## config.mk

```make
export PLATFORM = sky130hd
export DESIGN_NAME = boot_loader
export DESIGN_NICKNAME = d
export VERILOG_FILES = /design/src/rtl/bl_pkg.sv /design/src/rtl/bl_timeout.sv /design/src/rtl/boot_loader.sv
export SDC_FILE = /design/constraint.sdc
export NUM_CORES = 1
export LEC_CHECK = 0
export CAP_MARGIN = 20
export CELL_PAD_IN_SITES_DETAIL_PLACEMENT = 1
export CELL_PAD_IN_SITES_GLOBAL_PLACEMENT = 1
export CORE_MARGIN = 3
export CORE_UTILIZATION = 35
export DETAILED_ROUTE_END_ITERATION = 10
export PLACE_DENSITY = 0.76
export SKIP_CTS_REPAIR_TIMING = 1
export SLEW_MARGIN = 5
export SYNTH_ARGS = -nofsm -noshare
export SYNTH_HDL_FRONTEND = slang
export SYNTH_SLANG_ARGS = --single-unit
```

## constraint.sdc

```tcl
create_clock -name clk -period 4.8 [get_ports clk]
set_clock_uncertainty 0.1 [all_clocks]
set_input_delay 0.96 -clock clk [delete_from_list [all_inputs] [get_ports clk]]
set_output_delay 0.96 -clock clk [all_outputs]
set_load 0.01 [all_outputs]
```

## src/rtl/bl_pkg.sv

```systemverilog
// Shared types and constants for the UART boot loader.
// BL_CHECKSUM_EN adds the CSUM state to the state enum.
package bl_pkg;

    localparam logic [7:0] SYNC_BYTE = 8'hA5;

    typedef enum logic [2:0] {
        IDLE = 3'd0,
        LEN  = 3'd1,
        DATA = 3'd2,
`ifdef BL_CHECKSUM_EN
        CSUM = 3'd3,
`endif
        DONE = 3'd4,
        ERR  = 3'd5
    } bl_state_t;

    // Little-endian byte accumulation: newest byte enters at the top, so
    // after four shifts the first byte sits in bits [7:0].
    function automatic logic [31:0] le_shift_in(input logic [31:0] acc, input logic [7:0] b);
        return {b, acc[31:8]};
    endfunction

endpackage

```

## src/rtl/bl_timeout.sv

```systemverilog
// Inter-byte watchdog: counts enabled cycles since the last clear, saturates at LIMIT.
// expired is registered-count based (asserts LIMIT cycles after clr); no backpressure.
module bl_timeout #(
    parameter int unsigned LIMIT = 1_000_000
) (
    input  logic clk,
    input  logic reset,
    input  logic clr,
    input  logic en,
    output logic expired
);

    localparam int unsigned W = $clog2(LIMIT + 1);

    logic [W-1:0] cnt_q;
    logic [W-1:0] cnt_d;

    assign expired = (cnt_q >= W'(LIMIT));

    always_comb begin
        cnt_d = cnt_q;
        if (clr) begin
            cnt_d = '0;
        end else if (en && !expired) begin
            cnt_d = cnt_q + W'(1);
        end
    end

    always_ff @(posedge clk) begin
        if (reset) begin
            cnt_q <= '0;
        end else begin
            cnt_q <= cnt_d;
        end
    end

endmodule

```

## src/rtl/boot_loader.sv

```systemverilog
// UART boot loader: SYNC, 4-byte LE word count, LE data words -> instruction memory; optional XOR checksum (BL_CHECKSUM_EN).
// Write pulse one cycle after each word's 4th byte; no backpressure, every rx_valid byte is consumed.
module boot_loader
    import bl_pkg::*;
#(
    parameter logic [31:0] BASE_ADDR      = 32'h0000_0000,
    parameter int unsigned MEM_WORDS      = 4096,
    parameter int unsigned TIMEOUT_CYCLES = 1_000_000
) (
    input  logic        clk,
    input  logic        reset,
    input  logic [7:0]  rx_data,
    input  logic        rx_valid,
    output logic        mem_we,
    output logic [31:0] mem_addr,
    output logic [31:0] mem_wdata,
    output logic        cpu_hold,
    output logic        boot_done,
    output logic        boot_err
);

    localparam logic [31:0] MEM_WORDS_W = 32'(MEM_WORDS);

`ifdef BL_CHECKSUM_EN
    localparam bl_state_t POST_DATA = CSUM;
`else
    localparam bl_state_t POST_DATA = DONE;
`endif

    bl_state_t   state_q, state_d;
    logic [1:0]  byte_cnt_q, byte_cnt_d;
    logic [31:0] word_cnt_q, word_cnt_d;
    logic [31:0] len_q, len_d;
    logic [31:0] word_q, word_d;
    logic        mem_we_q, mem_we_d;
    logic [31:0] mem_addr_q, mem_addr_d;
    logic [31:0] mem_wdata_q, mem_wdata_d;
`ifdef BL_CHECKSUM_EN
    logic [7:0]  csum_q, csum_d;
`endif

    logic loading;
    logic expired;

`ifdef BL_CHECKSUM_EN
    assign loading = (state_q == LEN) || (state_q == DATA) || (state_q == CSUM);
`else
    assign loading = (state_q == LEN) || (state_q == DATA);
`endif

    bl_timeout #(
        .LIMIT (TIMEOUT_CYCLES)
    ) u_timeout (
        .clk     (clk),
        .reset   (reset),
        .clr     (rx_valid || !loading),
        .en      (loading),
        .expired (expired)
    );

    always_comb begin
        state_d     = state_q;
        byte_cnt_d  = byte_cnt_q;
        word_cnt_d  = word_cnt_q;
        len_d       = len_q;
        word_d      = word_q;
        mem_we_d    = 1'b0;
        mem_addr_d  = mem_addr_q;
        mem_wdata_d = mem_wdata_q;
`ifdef BL_CHECKSUM_EN
        csum_d      = csum_q;
`endif

        case (state_q)
            IDLE, ERR: begin
                if (rx_valid && (rx_data == SYNC_BYTE)) begin
                    state_d    = LEN;
                    byte_cnt_d = 2'd0;
                    word_cnt_d = 32'd0;
                    len_d      = 32'd0;
                    word_d     = 32'd0;
`ifdef BL_CHECKSUM_EN
                    csum_d     = 8'd0;
`endif
                end
            end

            LEN: begin
                if (expired) begin
                    state_d = ERR;
                end else if (rx_valid) begin
                    len_d      = le_shift_in(len_q, rx_data);
                    byte_cnt_d = byte_cnt_q + 2'd1;
`ifdef BL_CHECKSUM_EN
                    csum_d     = csum_q ^ rx_data;
`endif
                    if (byte_cnt_q == 2'd3) begin
                        if (len_d > MEM_WORDS_W) begin
                            state_d = ERR;
                        end else if (len_d == 32'd0) begin
                            state_d = POST_DATA;
                        end else begin
                            state_d = DATA;
                        end
                    end
                end
            end

            DATA: begin
                // The FSM stays in DATA through the last write pulse; a byte
                // arriving in that same cycle is the checksum byte.
                if (mem_we_q && (word_cnt_q == len_q)) begin
`ifdef BL_CHECKSUM_EN
                    if (rx_valid) begin
                        state_d = (rx_data == csum_q) ? DONE : ERR;
                    end else begin
                        state_d = CSUM;
                    end
`else
                    state_d = DONE;
`endif
                end else if (expired) begin
                    state_d = ERR;
                end else if (rx_valid) begin
                    word_d     = le_shift_in(word_q, rx_data);
                    byte_cnt_d = byte_cnt_q + 2'd1;
`ifdef BL_CHECKSUM_EN
                    csum_d     = csum_q ^ rx_data;
`endif
                    if (byte_cnt_q == 2'd3) begin
                        mem_we_d    = 1'b1;
                        mem_addr_d  = BASE_ADDR + {word_cnt_q[29:0], 2'b00};
                        mem_wdata_d = word_d;
                        word_cnt_d  = word_cnt_q + 32'd1;
                    end
                end
            end

`ifdef BL_CHECKSUM_EN
            CSUM: begin
                if (expired) begin
                    state_d = ERR;
                end else if (rx_valid) begin
                    state_d = (rx_data == csum_q) ? DONE : ERR;
                end
            end
`endif

            DONE: begin
                state_d = DONE;
            end

            default: begin
                state_d = IDLE;
            end
        endcase
    end

    always_ff @(posedge clk) begin
        if (reset) begin
            state_q     <= IDLE;
            byte_cnt_q  <= 2'd0;
            word_cnt_q  <= 32'd0;
            len_q       <= 32'd0;
            word_q      <= 32'd0;
            mem_we_q    <= 1'b0;
            mem_addr_q  <= BASE_ADDR;
            mem_wdata_q <= 32'd0;
`ifdef BL_CHECKSUM_EN
            csum_q      <= 8'd0;
`endif
        end else begin
            state_q     <= state_d;
            byte_cnt_q  <= byte_cnt_d;
            word_cnt_q  <= word_cnt_d;
            len_q       <= len_d;
            word_q      <= word_d;
            mem_we_q    <= mem_we_d;
            mem_addr_q  <= mem_addr_d;
            mem_wdata_q <= mem_wdata_d;
`ifdef BL_CHECKSUM_EN
            csum_q      <= csum_d;
`endif
        end
    end

    assign mem_we    = mem_we_q;
    assign mem_addr  = mem_addr_q;
    assign mem_wdata = mem_wdata_q;
    assign cpu_hold  = (state_q != DONE);
    assign boot_done = (state_q == DONE);
    assign boot_err  = (state_q == ERR);

endmodule

```

==> changes_impl.md, run 1 <==
### Implementation results

- Async set-reset flop share out of synthesis: 0
- Hold path endpoint: word_q[8]
- CTS tree: yes
- Die width: 156 um
- CP top delay family: AND-OR/OR-AND gates
- Post-Syn Area per Cell: 8.87 um^2
- Comb area share: 0.426
- Total GRT Usage: 0.179
- Die height: approximately 160 um
- Post-synth seq share: 0.449
- Top area contributor share: 0.449
- Crit path to: word_cnt_q[15]
- Status: finished, final reports clean
- Initial antenna violation count: 0
- DRC: 0
- CTS H-tree lvls: 4
- Clock Path Buffers: 2
- Largest cells by area: dfxtp_1, mux2i_1, nor2_1
- Setup crit start kind: flip-flop
- Diode count: 0
- Crit Reg-Reg Startpoint: word_cnt_q[0]
- Slew Limit Fails: 0
## run 1: flip-flops by register name, summed over array words and instances (netlist names)
name and flops:
word_cnt_q 32, mem_addr 30, byte_cnt_q 2, state_q 3, mem_we 1, u_timeout.cnt_q 20, mem_wdata 32, word_q 24
len_q 32
## run 1: power by group
group / leakage, nW / switching (mW) / internal [mW] / total [mW]
registers: 1.42 / 0.0452 / 1.49 / 1.53
logic: 1.91 / 0.375 / 0.149 / 0.524
clock network: 0.289 / 0.684 / 0.703 / 1.39
## run 1: metal layers
layer / GRT usage / share of wire / wire length (um) / vias up
met5: 0 / 0 / 0 / -
met4: 0.0572 / 0.011 / 230 / 0
met3: 0.0366 / 0.040 / 859 / 17
met2: 0.300 / 0.48 / 10300 / 136
met1: 0.232 / 0.47 / 9980 / 3222
li1: - / - / - / 3176
run_1/clock_wires.png
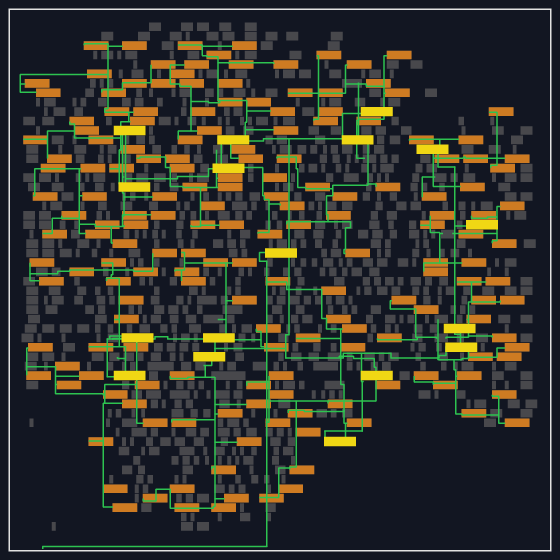
[clock wires] green | length: 2330 um
[flip-flops] orange | count: 176
[clock-net drivers] yellow | count: 17
routed clock nets: 18
flops lie: all over the die

run_1/m2.png
The bar under the picture is 50 um long.
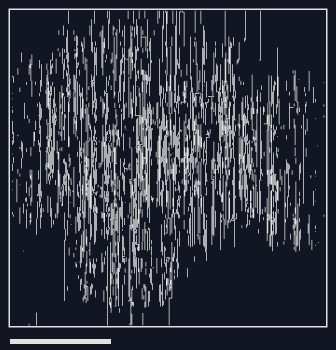
wire length on this layer: 10300 um
longest straight run: 52.0 um
routed via count: 6551
met2 global-route usage: 0.300

run_1/placed.png
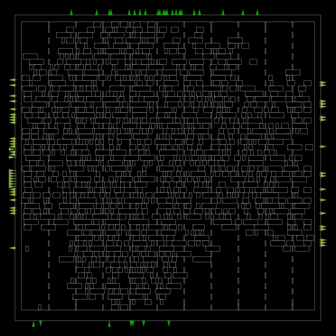
Post-Layout Cell Count: 1219
Fill cells: 2510
Seq area share: 0.379
Core ar.: 0.0220 mm^2

==> run 2, diff against run 1 <==
==> constraint.sdc (replaced) <==
create_clock -name clk -period 3.52 [get_ports clk]
set_clock_uncertainty 0.1 [all_clocks]
set_input_delay 0.704 -clock clk [delete_from_list [all_inputs] [get_ports clk]]
set_output_delay 0.704 -clock clk [all_outputs]
set_load 0.01 [all_outputs]
run_2/clock_wires.png
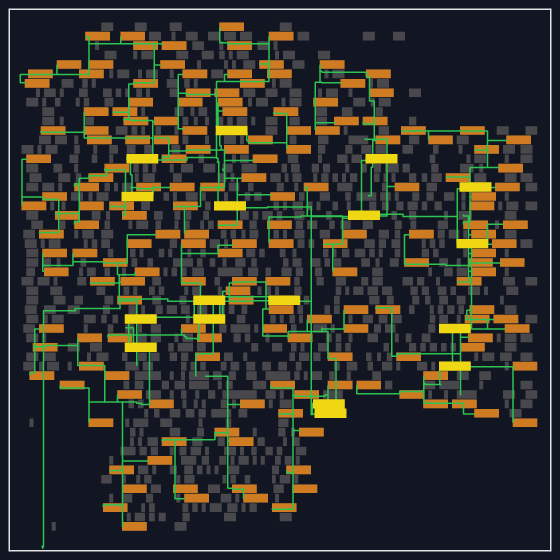
[flip-flops] orange | count: 176
[clock-net drivers] yellow | count: 17
[clock wires] green | length: 2250 um
flops lie: all over the die
routed clock nets: 18
Clock power frac: 0.403
power in the clock group: 1.91 mW
clk latency late pin: 0.44 ns

==> run 2 against run 1 <==
Net effect:
- die size did not move
- largest cell class unchanged
- utilization grew 0.48 points
- via count down 0.82%
==> changes_impl.md, run 2 <==
### Implementation results

- Fill cells: 2543 (+1.3%)
- Met3 Use GR: 0.0347 (-0.00194)
- Die width: 156 um (unchanged)
- Status: finished, final reports clean
- Seq pwr: 2.09 mW (+37%)
- Routed via count: 6497 (-0.82%)
- Async set-reset flop share out of synthesis: 0 (unchanged)
- Metal3 WL: 940 um (+9.4%)
- Gate power share: 0.156 (+0.004)
- Die height: 156 um (unchanged)
- Sequential power share: 0.441 (-0.004)
- Post-synth seq share: 0.449 (unchanged)
- DRC: 0 (unchanged)
- Initial antenna violation count: 0 (unchanged)
- Core ar.: 0.0220 mm^2 (unchanged)
- Comb power: 740 uW (+41%)
- Main power group: registers
- Routed met2 length: 10.2 mm (-0.14%)
- Met2 global-route usage: 0.296 (-0.00392)
- Post-Layout Cell Count: 1228 (+0.74%)
- CTS H-tree lvls: 4 (unchanged)
- Switch share: 0.322 (+0.00102)
- Met1 Wirelength: 9.66 mm (-3.1%)
- CP top delay family: simple AND/OR/NAND/NOR gates
- Most Crowded Layer GR: met2
- Top area contributor share: 0.449 (unchanged)
[run 2: cell counts after synthesis]
Identical to the previous run, type by type.
[run 2: area by class of cell]
| type | count | area [um^2] | share of cell area |
|---|---|---|---|
| Inverter | 10 | 37.5 | 0.00399 |
| Multi-Input combinational cell | 637 | 3960 | 0.422 |
| Tap cell | 280 | 350 | 0.0373 |
| Sequential cell | 176 | 3520 | 0.375 |
| Clock buffer | 17 | 425 | 0.0453 |
| Clock inverter | 15 | 189 | 0.0201 |
| Timing Repair Buffer | 93 | 911 | 0.0969 |
[run 2: worst paths after layout]
kind,slack (ns),startpoint,to
hold / removal,0.35,word_q[11],word_q[11]
setup / recovery,0.52,word_cnt_q[28],word_cnt_q[5]
hold reg to reg,0.35,word_q[11],word_q[11]
setup reg to reg,0.52,word_cnt_q[28],word_cnt_q[5]
==> run 3, diff against run 2 <==
--- a/config.mk
+++ b/config.mk
@@ -9,11 +9,10 @@
 export CELL_PAD_IN_SITES_DETAIL_PLACEMENT = 1
 export CELL_PAD_IN_SITES_GLOBAL_PLACEMENT = 1
 export CORE_MARGIN = 3
-export CORE_UTILIZATION = 35
+export CORE_UTILIZATION = 43
 export DETAILED_ROUTE_END_ITERATION = 10
-export PLACE_DENSITY = 0.76
+export PLACE_DENSITY = 0.89
 export SKIP_CTS_REPAIR_TIMING = 1
-export SLEW_MARGIN = 5
 export SYNTH_ARGS = -nofsm -noshare
 export SYNTH_HDL_FRONTEND = slang
 export SYNTH_SLANG_ARGS = --single-unit
run_3/m2.png
The bar under the picture is 50 um long.
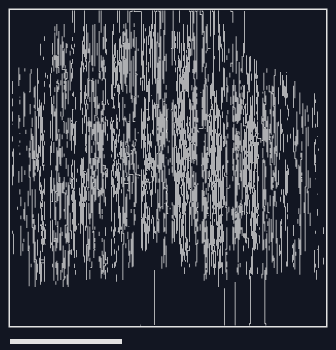
main direction: vertical
longest straight run: 51.3 um
wire length on this layer: 11500 um
nets with wire on the layer: 887
share of all routed wire: 50%

==> run 3 against run 2 <==
Net effect:
- utilization rose by 10 points
- flip-flop count did not move
- hold slack improved by 0.0046 ns
- cell area fell by 0.33%
- non-clock buffer count rose by 9
- clock-buffer cell count rose by 1
- area after synthesis did not move
- largest cell class unchanged
- largest power group unchanged
==> changes_impl.md, run 3 <==
### Implementation results

- Top area contributor share: 0.449 (unchanged)
- Clock buffer cells: 18 (+1)
- Flops: 176 (unchanged)
- Cell class ranked first by area: multi-input combinational cells
- Post-Layout Cell Count: 1182 (-3.7%)
- Die height: 141 um (-9.4%)
- Status: finished, final reports clean
- Num tapcells: 225 (-20%)
- Fill cells: 2043 (-20%)
- Die width: 141 um (-9.4%)
- Crit Reg-Reg Startpoint: word_cnt_q[17]
- Seq area share: 0.376 (+0.00125)
- R2R Setup Slk: 0.24 ns (-0.28 ns)
- Async set-reset flop share out of synthesis: 0 (unchanged)
- Clock-cell share: 0.0624 (-0.00299)
- Met1 Wirelength: 9.83 mm (+1.7%)
- Non-clk buf share: 0.104 (+0.00753)
- Inverters: 10 (unchanged)
- Clk latency late pin: 0.44 ns (about the same)
- Post-synth seq share: 0.449 (unchanged)
- Met3 Use GR: 0.0492 (+0.0145)
- Critical path launch point: word_cnt_q[17]
- Routed met2 length: 11.5 mm (+12%)
- Comb gates: 637 (unchanged)
- Crit path to: word_cnt_q[3]
- Met2 global-route usage: 0.408 (+0.112)
==> run 3: cell types whose count changed in the layout (fill, tap and decap cells not counted) <==
cell        before  now
clkinvlp_4       1    3
clkinv_8         7    0
clkinv_4         1    2
inv_8            4    2
inv_6            1    6
clkinv_2         1    0
buf_4           16   25
bufinv_16        0    1
clkbuf_8         0    1
==> run 3: where the power goes <==
part | switching (mW) | leakage [nW] | internal [mW]
sequential | 0.0684 | 1.42 | 2.03
clock | 0.873 | 0.279 | 1.02
combinational | 0.518 | 2.00 | 0.222
==> run 3: worst min-delay path, stage by stage, from the launching register on <==
cell and delay (ns):
dfxtp_1 0.31, nand2_1 0.05, a21oi_1 0.05
No activity file was given, so power comes from the tool's default toggle rates.
